### src/rtl/c3lib_ckdiv_pkg.sv
// Shared types and helpers for the c3lib programmable clock divider.
package c3lib_ckdiv_pkg;

    typedef enum logic [1:0] {
        IDLE = 2'd0,
        RUN  = 2'd1,
        STOP = 2'd2
    } ckdiv_state_e;

    localparam int unsigned CKDIV_MIN_RATIO = 2;

    // High-phase length of a period of ratio n: the extra cycle of odd ratios goes high.
    function automatic logic [31:0] ckdiv_hi_cnt(input logic [31:0] n);
        return (n + 32'd1) >> 1;
    endfunction

endpackage

### src/rtl/c3lib_ckdiv_prog.sv
// Programmable integer clock divider with glitch-free start/stop and
// ratio changes applied only at period boundaries.
module c3lib_ckdiv_prog
    import c3lib_ckdiv_pkg::*;
#(
    parameter int unsigned DIV_W         = 8,
    parameter int unsigned DEFAULT_RATIO = 2
) (
    input  logic             clk,
    input  logic             rst_n,
    input  logic             div_en,
    input  logic [DIV_W-1:0] div_ratio,
    input  logic             ratio_req,
    output logic             ratio_ack,
    output logic             clk_div_out,
    output logic             period_strobe,
    output logic             div_active
);

    ckdiv_state_e     state_r;
    ckdiv_state_e     state_nxt_s;
    logic [DIV_W-1:0] cnt_r;
    logic [DIV_W-1:0] cnt_nxt_s;
    logic [DIV_W-1:0] r_act_r;
    logic [DIV_W-1:0] r_nxt_s;
    logic [DIV_W-1:0] pend_ratio_r;
    logic             pend_vld_r;
    logic [DIV_W-1:0] req_ratio_s;
    logic [DIV_W-1:0] hi_s;
    logic             wrap_s;
    logic             bnd_s;
    logic             ack_nxt_s;
    logic             out_nxt_s;

    // Request clamp, period-end detect and next counter/state decision.
    always_comb begin
        state_nxt_s = state_r;
        cnt_nxt_s   = cnt_r;
        bnd_s       = 1'b0;
        req_ratio_s = (div_ratio < DIV_W'(CKDIV_MIN_RATIO)) ? DIV_W'(CKDIV_MIN_RATIO) : div_ratio;
        wrap_s      = (cnt_r == (r_act_r - DIV_W'(1)));
        case (state_r)
            IDLE: begin
                if (div_en) begin
                    state_nxt_s = RUN;
                    cnt_nxt_s   = '0;
                    bnd_s       = 1'b1;
                end else begin
                    cnt_nxt_s   = '0;
                end
            end
            RUN: begin
                state_nxt_s = div_en ? RUN : STOP;
                if (wrap_s) begin
                    cnt_nxt_s = '0;
                    bnd_s     = 1'b1;
                end else begin
                    cnt_nxt_s = cnt_r + DIV_W'(1);
                end
            end
            STOP: begin
                if (div_en) begin
                    state_nxt_s = RUN;
                    if (wrap_s) begin
                        cnt_nxt_s = '0;
                        bnd_s     = 1'b1;
                    end else begin
                        cnt_nxt_s = cnt_r + DIV_W'(1);
                    end
                end else if (wrap_s) begin
                    state_nxt_s = IDLE;
                    cnt_nxt_s   = '0;
                end else begin
                    cnt_nxt_s   = cnt_r + DIV_W'(1);
                end
            end
            default: begin
                state_nxt_s = IDLE;
                cnt_nxt_s   = '0;
            end
        endcase
    end

    // Ratio in force for the next cycle; a request coinciding with a boundary wins over the pending one.
    always_comb begin
        if (bnd_s && ratio_req) begin
            r_nxt_s = req_ratio_s;
        end else if (bnd_s && pend_vld_r) begin
            r_nxt_s = pend_ratio_r;
        end else begin
            r_nxt_s = r_act_r;
        end
        ack_nxt_s = bnd_s && (ratio_req || pend_vld_r);
        hi_s      = DIV_W'(ckdiv_hi_cnt(32'(r_nxt_s)));
        out_nxt_s = (state_nxt_s != IDLE) && (cnt_nxt_s < hi_s);
    end

    // Divider state, ratio bookkeeping and registered outputs.
    always_ff @(posedge clk or negedge rst_n) begin
        if (!rst_n) begin
            state_r       <= IDLE;
            cnt_r         <= '0;
            r_act_r       <= DIV_W'(DEFAULT_RATIO);
            pend_ratio_r  <= DIV_W'(DEFAULT_RATIO);
            pend_vld_r    <= 1'b0;
            ratio_ack     <= 1'b0;
            clk_div_out   <= 1'b0;
            period_strobe <= 1'b0;
            div_active    <= 1'b0;
        end else begin
            state_r       <= state_nxt_s;
            cnt_r         <= cnt_nxt_s;
            r_act_r       <= r_nxt_s;
            ratio_ack     <= ack_nxt_s;
            clk_div_out   <= out_nxt_s;
            period_strobe <= bnd_s;
            div_active    <= (state_nxt_s != IDLE);
            if (bnd_s) begin
                pend_vld_r   <= 1'b0;
            end else if (ratio_req) begin
                pend_ratio_r <= req_ratio_s;
                pend_vld_r   <= 1'b1;
            end else begin
                pend_vld_r   <= pend_vld_r;
            end
        end
    end

endmodule
### config.mk
export PLATFORM = sky130hd
export DESIGN_NAME = c3lib_ckdiv_prog
export DESIGN_NICKNAME = d
export VERILOG_FILES = /design/src/rtl/c3lib_ckdiv_pkg.sv /design/src/rtl/c3lib_ckdiv_prog.sv
export SDC_FILE = /design/constraint.sdc
export NUM_CORES = 1
export LEC_CHECK = 0
export CAP_MARGIN = 20
export CORE_UTILIZATION = 59
export CTS_CLUSTER_DIAMETER = 50
export DETAILED_ROUTE_END_ITERATION = 6
export HOLD_SLACK_MARGIN = 0.08
export PLACE_DENSITY = 0.8
export SLEW_MARGIN = 20
export SYNTH_ARGS = -nofsm -noshare
export SYNTH_HDL_FRONTEND = slang
export SYNTH_SLANG_ARGS = --single-unit
### constraint.sdc
create_clock -name clk -period 4.85 [get_ports clk]
set_clock_uncertainty 0.2 [all_clocks]
set_input_delay 0.7275 -clock clk [delete_from_list [all_inputs] [get_ports clk]]
set_output_delay 0.7275 -clock clk [all_outputs]
set_load 0.02 [all_outputs]
==> summary.txt, run 1 <==
Notes on the physical implementation.

- The first-pass GRT wire length is 8010 um, for reference.
- The dominant combinational cell family by area after synthesis is simple AND/OR/NAND/NOR gates, for reference.
- The cell depth of the worst min-delay path is 2, for reference.
- The largest power group is combinational cells, for reference.
- CTS added clock buffers totalling 5.
- The post-synthesis cell type count is 52, for reference.
- The placed standard-cell area is 2434 um2, for reference.
- Per the synthesis report, the XOR/XNOR share of the synthesized area is 0.07878.
- The width of the chip is 63.39 um, for reference.
- The number of rows created at floorplan is 21, for reference.
- STA shows the worst min-delay path finishing at pend_ratio_r[1].
- The startpoint-to-endpoint class of the critical path is flip-flop to flip-flop, for reference.
- In the final report, the number of pins over their slew limit comes to 0.
- The count of library flops with an enable pin is 0, for reference.
- Per the run report, area growth between synthesis and finish was 15.36%.
- After technology mapping, the gate count stands at 237.
- The run finished with clean final reports.
- The cell with the largest stage delay on the worst path is dfstp_2, for reference.
- Setup repair after global routing left no endpoint under its margin.
- The largest registers in the layout are cnt_r (8), pend_ratio_r (8), r_act_r (8).
- The multi-input combinational cell count is 186, for reference.
- The tree is rooted in a clkbuf_8.
- Summed over all nets, wire length on met2 after detailed routing comes to 2280 um.
- The maximum count of clock buffers along a single path is 2, for reference.
- Before CTS, the worst setup slack after placement is 162.9 ps.
- On met2, the global router reports a usage of 0.4162.
- OpenROAD emitted warnings numbering 29.
- The minimum clock period after layout is 4531 ps, for reference.
- The sequential fraction of design power is 0.299, for reference.
- Measured on the final layout, the clock distribution area share stands at 0.03171.
- For flop-to-flop paths, the worst setup slack is 320 ps.
- The initial antenna violation count is 0, for reference.
- The detail-routed via count per cell is 5.916, for reference.
- The level count of the clock H-tree is 2, for reference.
- Summed over all layers, the global routing overflow is 0.
- Hold-check failures listed in the final report amount to 0.
- The highest cell delay on the worst timing path is 530 ps, for reference.
-- run 1: synthesized netlist by cell type, drive strengths merged (7+ instances only) --
cell type / number
inv: 13
nand2: 19
or3: 7
xnor2: 10
o21ai: 13
dfrtp: 29
and3: 7
a21oi: 10
ha: 14
xor2: 10
nor2: 23
nand3: 8
-- run 1: how the worst max path moves through the flow --
stage                     depth (start not counted)  slack [ps]          end  startpoint
after CTS                                        20         110  clk_div_out  r_act_r[1]
after floorplan                                  20         500  clk_div_out  r_act_r[1]
after global routing                             21          60  clk_div_out  r_act_r[1]
final                                            21         320  clk_div_out  r_act_r[1]
after global placement                           20         310  clk_div_out  r_act_r[1]
after detailed placement                         20         160  clk_div_out  r_act_r[1]
**Run 1: congestion heat map**

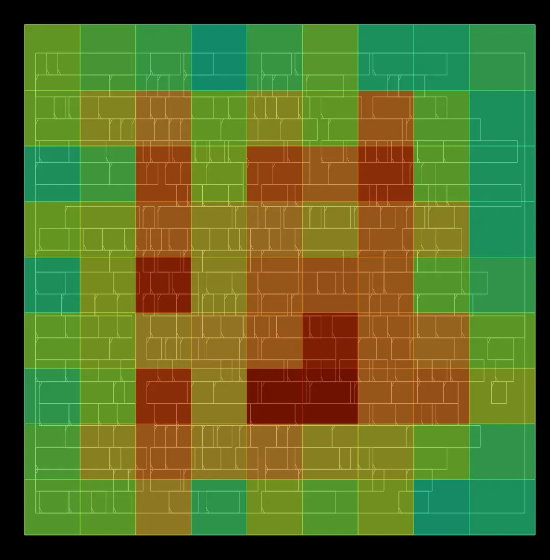
met3 Use GR: 0.06159
mean routed wirelength per cell: 15.63 um

**Run 1: clock distribution**

Scale bar: 20 um.
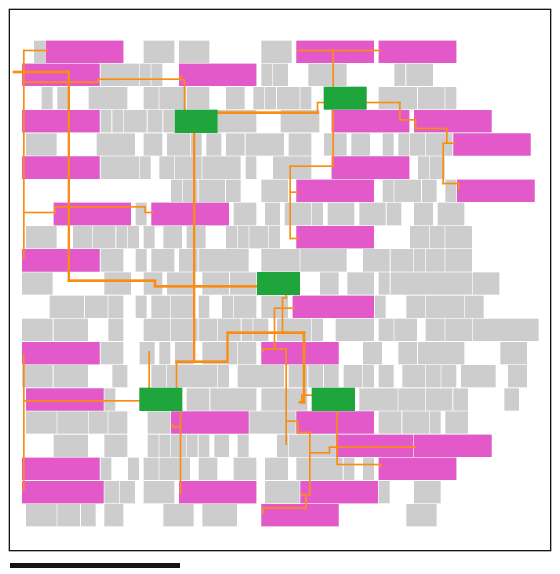
clock wires -> orange  # length 409 um
clock-net drivers -> green  # count 5
flip-flops -> magenta  # count 31
routed clock nets = 6

**Run 1: M4 wires**

Cells faint in the background.
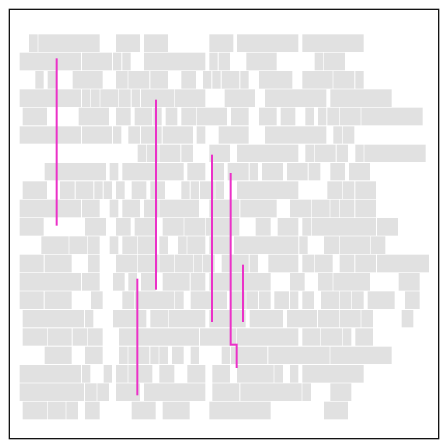
main direction = vertical
wire length on this layer = 132 um
overall via count from detail_route: 1822
DRT Wirelength: 4815 um

**Run 1: sequential cells colored by netlist name**

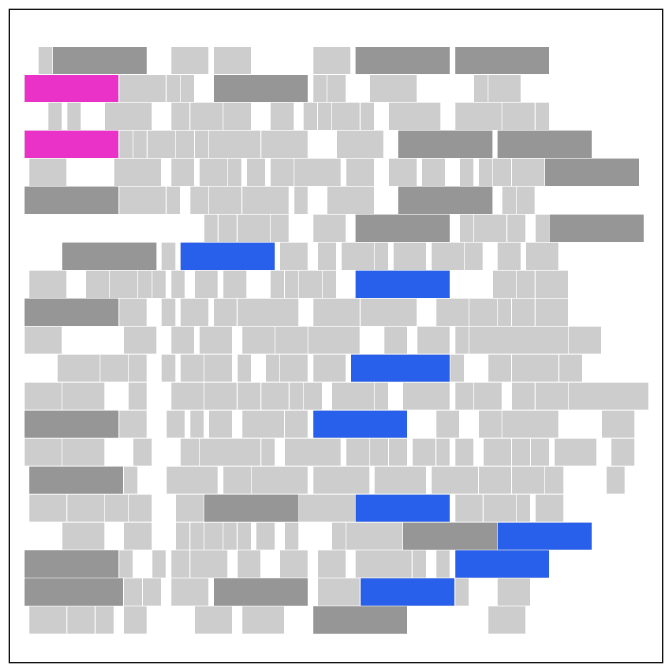
state_r -> magenta  # flops 2
r_act_r -> blue  # flops 8
final core utilization: 0.7395
power of the sequential group: 456 uW
storage element area: 778.2 um2
fraction of area in registers: 0.3034

**Run 1: pin map**

Pins as bars across the die edge, other pins in gray.
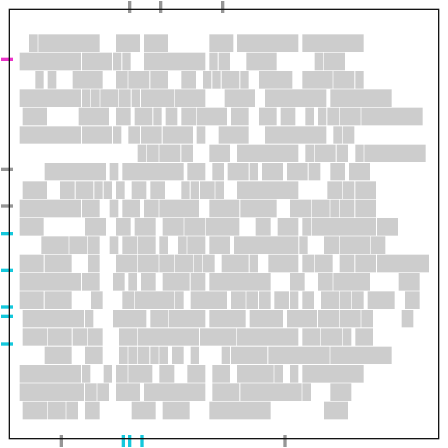

## Run 2: what changed since run 1
Settings changed: REMOVE_ABC_BUFFERS set to 1.
**Run 2: pin map**

Pins as bars across the die edge, other pins in gray.
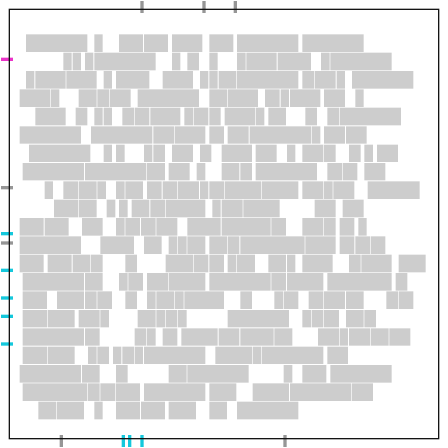
div_ratio -> cyan  # pins 8, direction input, edge 5 left, 3 bottom
clk -> magenta  # pins 1, direction input, edge left
all pins by edge = 8 left, 5 bottom, 3 top
horizontal extent of the die: 63.39 um
height of the die: 63.39 um

==> run 2 against run 1 <==
Compared with the run above:
- count of clock-buffer cells in the layout rose by 1
- clock power is essentially flat
- non-clock buffer count rose by 2
- critical path depth shrank 1
- register-to-register slack lost 50 ps
- synthesized cell count stayed put
- sequential power barely moved
- largest power group unchanged
==> summary.txt, run 2 <==
Notes on the physical implementation.

- According to the timing report, the critical path is launched from r_act_r[1].
- For reference, the top cells by count after synthesis are dfrtp_1 (29), nor2_1 (23), nand2_1 (18), ha_1 (14), inv_1 (11).
- The detail-routed via count per cell is 5.942, for reference.
- The most used flip-flop cell after synthesis is dfrtp_1.
- The netlist uses 52 different library cells.
- The sequential fraction of design power is 0.296, for reference.
- The worst flop-to-flop path endpoint is clk_div_out, for reference.
- The final tally of hold violations is 0, for reference.
- The maximum count of clock buffers along a single path is 2, for reference.
- Detailed routing inserted a total of 1842 vias.
- The cell depth of the worst min-delay path is 2, for reference.
- The clock insertion delay at the later pin of the skew report is 280 ps, for reference.
- The final max-slew violation count recorded for this run is 0.
- The total area of sequential cells is 778.2 um2, for reference.
- Looking at the gate-level netlist, the highest instance count belongs to dfrtp_1.
- Setup slack on the worst reg-to-reg path comes out at 270 ps.
- OpenSTA lists the critical path endpoint as clk_div_out.
- The level count of the clock H-tree is 2, for reference.
- The clock period could shrink to 4583 ps.
- The relative area change from synthesis to final layout is 16.77%, for reference.
- The global route total overflow is 0, for reference.
- The highest cell delay on the worst timing path is 580 ps, for reference.
- The largest power group is combinational cells, for reference.
- The post-cts hold-fix buffer tally is 0, for reference.
- The routed design has 5015 um of wire.
- In the final layout, the registers with the most flip-flops are cnt_r (8), pend_ratio_r (8), r_act_r (8).
- The flow ran to the end, and the final reports show no timing, DRC or antenna violations.
- The fraction of final cell area spent on clock buffers and inverters in this run is 0.03084.
- Per the TritonCTS log, the buffer count is 5.
- The count of library flops with an enable pin is 0, for reference.
- The startpoint-to-endpoint class of the critical path is flip-flop to flip-flop, for reference.
- The placed instances occupy a cell area of 2441 um2.
- The multi-input combinational cell count is 186, for reference.
- The fraction of area in registers is 0.2998, for reference.
- Non-clock inverters in the final layout number 13.
- The largest voltage drop on the vdd net is 325.1 uV, for reference.
- The initial antenna violation count is 0.
- At the placement stage, the worst setup path has a slack of 99.74 ps.
- Sequential power for this build is 457 uW.
- Per the hold report, the tightest min-delay path originates at pend_ratio_r[1].
- The buffer cell driving the clock tree root is clkbuf_8, for reference.
- The STA report counts the stages on the worst setup path as 20.
- The upper clock frequency limit is 0.2182 GHz, for reference.
- The logic share of the area is 0.5340, for reference.
- The post-synthesis instance total is 237, for reference.
- The slowest stage of the critical path is the dfstp_2 cell.
- The combinational power reported by the tool is 892 uW.
- The per-cell routed wire length is 16.18 um, for reference.
- The worst-case hold path end point is pend_ratio_r[1], for reference.
- The first global-routing pass estimated 8742 um of wire.
- Once the clock tree was built, the resizer swapped 0 gates to a different size.
- The number of search-and-repair iterations in the first detailed-routing pass is 4, for reference.
- Synthesis inferred 31 register bits.
**Run 2: congestion heat map**

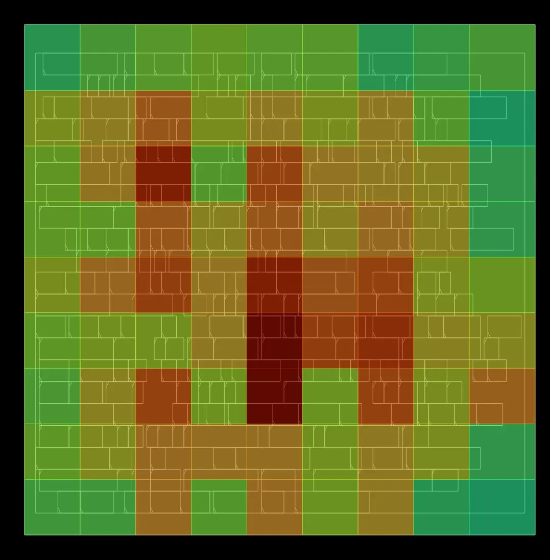
final core utilization: 0.7486
met2 capacity usage during global routing: 0.4721
met1 Usage GRT: 0.3643
met3 Use GR: 0.05978

run 2: logic make-up (layout without fill, tap and decap cells):
family	count (synthesis)	in the layout	share of synthesized area
and+or+nand+nor	88	88	0.2127
AOI/OAI and AO/OA	58	58	0.2082
DFF	31	31	0.3500
xor gates and xnor gates	20	20	0.07878
buffers and inverters	20	47	0.04108
adders and majority gates	14	14	0.07879
muxes	6	6	0.03039
run 2: through the flow:
stage                     hold slack, ps  instances  TNS, ps    util  total power (uW)
after floorplan                    231.9        230        0       -              1052
after global placement             256.5        298        0  0.7038              1274
after detailed placement           266.3        298        0  0.7038              1294
after CTS                          274.1        306        0  0.7269              1495
after global routing               305.9        310   -99.26  0.7486              1668
final                              269.6        310        0  0.7486              1541
No activity file was given, so power comes from the tool's default toggle rates.
